Figure 1. Clock wires, drivers and flops.
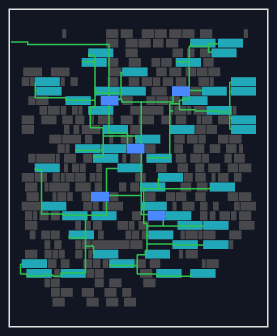
Figure 2. Routing congestion.
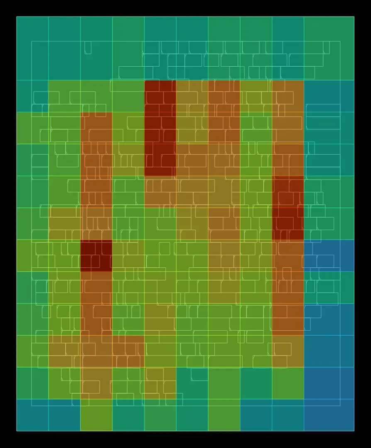
Figure 3. Drive-strength map.
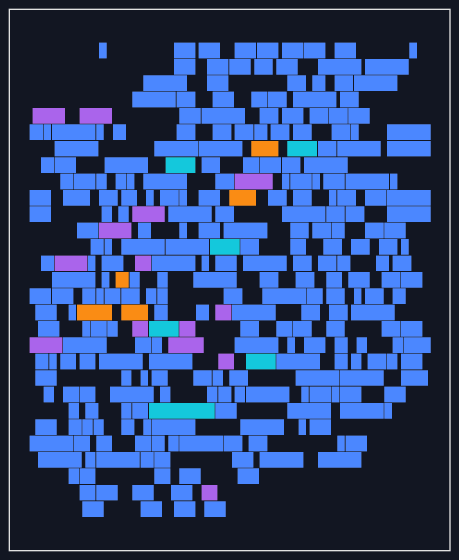
Figure 4. The metal 3 layer.
Cells faint in the background.
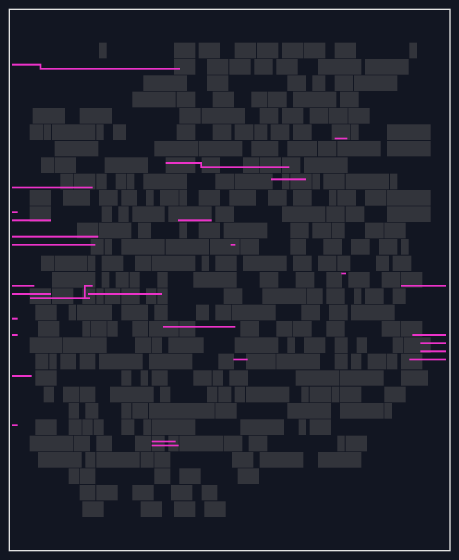
Design fwd_hazard_unit, sky130hd; sources not shown.
==> results.sh <==
# yosys + openroad results
export IMPL_outcome="finished, final reports clean"
export IMPL_whs_path_depth=1
export IMPL_cts_tree="done"
export IMPL_overflow=0
export IMPL_postCtsHoldBufs=0
export IMPL_yosysTopAreaCell="dfxtp_1"
export IMPL_die_x_um=72.9
export IMPL_cap_violations=0
export IMPL_die_y_um=89.7
export IMPL_xor_area_frac=0.104
export IMPL_top_cell_area_share=0.405
export IMPL_io_buffer_count=44
export IMPL_grt_pass1_wl_um=9580
export IMPL_r2r_slack_ns=0.89
export IMPL_cp_max_fo=4
export IMPL_setup_tns_ns=0
export IMPL_rows=29
export IMPL_dieArea_mm2=0.00654
export IMPL_setup_viol=0
export IMPL_ys_seq_frac=0.405
export IMPL_cts_path_max_buffers=2
export IMPL_sh_seq_area=0.330
export IMPL_fin_crit_ns=2.88
export IMPL_clock_root_buffer="clkbuf_8"
export IMPL_warnings=26
export IMPL_pre_cts_ws_ns=0.360
export IMPL_taps=62
export IMPL_final_core_util=0.589
export IMPL_hold_viol=0
export IMPL_ys_sh_adder=0.00497
export IMPL_leakage_nw=1.14
export IMPL_layout_nets=322
export IMPL_antenna_found_initial=0
export IMPL_placed_cells=352
export IMPL_worstMarginPinSlew_ns=0.589
export IMPL_ys_warn_count=0
export IMPL_drc=0
export IMPL_largest_reg_flops=35
export IMPL_cts_htree_levels=2
export IMPL_synthMostInstantiatedCell="dfxtp_1"
export IMPL_dr_pass1_iters=4
export IMPL_clock_sinks=51
export IMPL_numCtsBuffers=5
export IMPL_drv_slew=0
export IMPL_r2r_cells=6
export IMPL_logic_gate_count=190
export IMPL_synthAoiAreaFrac=0.145
export IMPL_nClkBuffers=6
export IMPL_top_cells_by_count="51 x dfxtp_1, 24 x nor2_1, 22 x xnor2_1"
export IMPL_dpl_hpwl_um=4130
export IMPL_synth_cell_types=39
export IMPL_synthMuxAreaShare=0.0993
export IMPL_cts_setup_buffers=0
export IMPL_routedWlPerCell_um=15.9
export IMPL_yosys_cells=255
export IMPL_n_antenna_cell=0
export IMPL_drtAntennaViolNets=0
export IMPL_topCellsByArea="dfxtp_1 41%, xnor2_1 7.6%, a22o_1 7.0%"
export IMPL_fp_util=0.479
export IMPL_crit_type="register to output pin"
export IMPL_required_ns=2.48
export IMPL_syn_avg_cell_area_um2=9.88
export IMPL_buf_share=0.155
export IMPL_logic_family="simple AND/OR/NAND/NOR gates"
export IMPL_combGateArea_mm2=0.00142
export IMPL_via_per_inst=5.71
export IMPL_comb_cell_share=0.457
export IMPL_synth_edff_count=0
export IMPL_synth_cell_area_mm2=0.00252
export IMPL_synth_seq_cells=51
export IMPL_endpoint_kind="output pin"
export IMPL_mostFrequentLayoutCells="51 x dfxtp_1, 41 x clkdlybuf4s50_1, 24 x nor2_1"
export IMPL_slew_headroom=0.607
export IMPL_cp_arrival_ns=2.27
export IMPL_busiest_layer="met2"
export IMPL_max_freq_mhz=347
export IMPL_crit_path_top_delay_cell="clkdlybuf4s50_1"
export IMPL_powerDensity_mw_per_mm2=404
export IMPL_hold_path_class="register to register"
export IMPL_clk_pin_slew_worst_paths_ns=0.09
export IMPL_pin_count=47
export IMPL_worstSetupStartpointType="register"
export IMPL_ff_type="dfxtp_1"
export IMPL_cts_resized=0
export IMPL_worstPathCellList="or4_1 > o211ai_1 > nor4b_1 > clkdlybuf4s50_1"
export IMPL_max_vdd_ir_drop_v=0.000198
export IMPL_final_common_cell="dfxtp_1"
export IMPL_grt_max_degree=39
export IMPL_ys_area_mm2=0.00252
export IMPL_drtIter0Drc=114
export IMPL_final_cells=359
export IMPL_inverters=0
export IMPL_crit_path_max_incr_delay_ns=0.71
export IMPL_grt_pass1_vias=1973
export IMPL_rsz0062_at_grt="no"
export IMPL_core_mm2=0.00526
export IMPL_flops=51
export IMPL_ys_sh_simple=0.205
Notes on Figure 1 above:
Key: cyan = flip-flops [count 51]; green = clock wires [length 548 um]; blue = clock-net drivers [count 5]
Position of the flops: widely spread. There are 6 routed clock nets.
worst-skew pair later-pin latency: 0.29 ns
power share of the clock group: 0.351

Notes on Figure 2 above:
grt met1 use: 0.234
met2 Usage GRT: 0.316
grt met3 use: 0.0379
GRT Resource Usage Total: 0.185

Notes on Figure 3 above:
Key: cyan = x6 and larger [cells 6]; orange = x2 [cells 5]; blue = x1 and smaller [cells 272]; purple = x3 and x4 [cells 14]
Final Instance Area: 0.00310 mm2
Non-clk bufs: 49
Syn-to-layout area delta: 22.9%
slack of the critical path: 0.215 ns

Notes on Figure 4 above:
The layer holds 3.5% of the routed length. 24 nets have wire on it. The layer carries 197 um of wire.
Vias: 2,051
final WL: 5710 um

## metal layers
layer / up-vias / routed length, um
met5: - / 0
met4: 0 / 79
met3: 8 / 197
met2: 37 / 2860
met1: 982 / 2580
li1: 1024 / -
## per-stage QoR
step,power [mW],hold slack [ns],instance area [um2]
after floorplan,0.776,0.292,2520
after global placement,0.826,0.311,2990
after detailed placement,0.828,0.309,2990
after CTS,1.26,0.338,3090
after global routing,1.30,0.368,3100
final,1.25,0.337,3100
## power by group
part           leakage (nW)  total [mW]  internal (mW)  switching [mW]
sequential            0.413       0.687          0.668          0.0187
clock                0.0513       0.440          0.237           0.203
combinational         0.671       0.125         0.0669          0.0586
## worst max-delay path: cells and delay by family (launching register included)
kind	cells	cell delay, ns
flops	1	0.37
buf+inv	1	0.71
simple gates	2	0.64
compound gates	1	0.25
Power figures rest on the tool's default switching activity, not on a simulated workload.
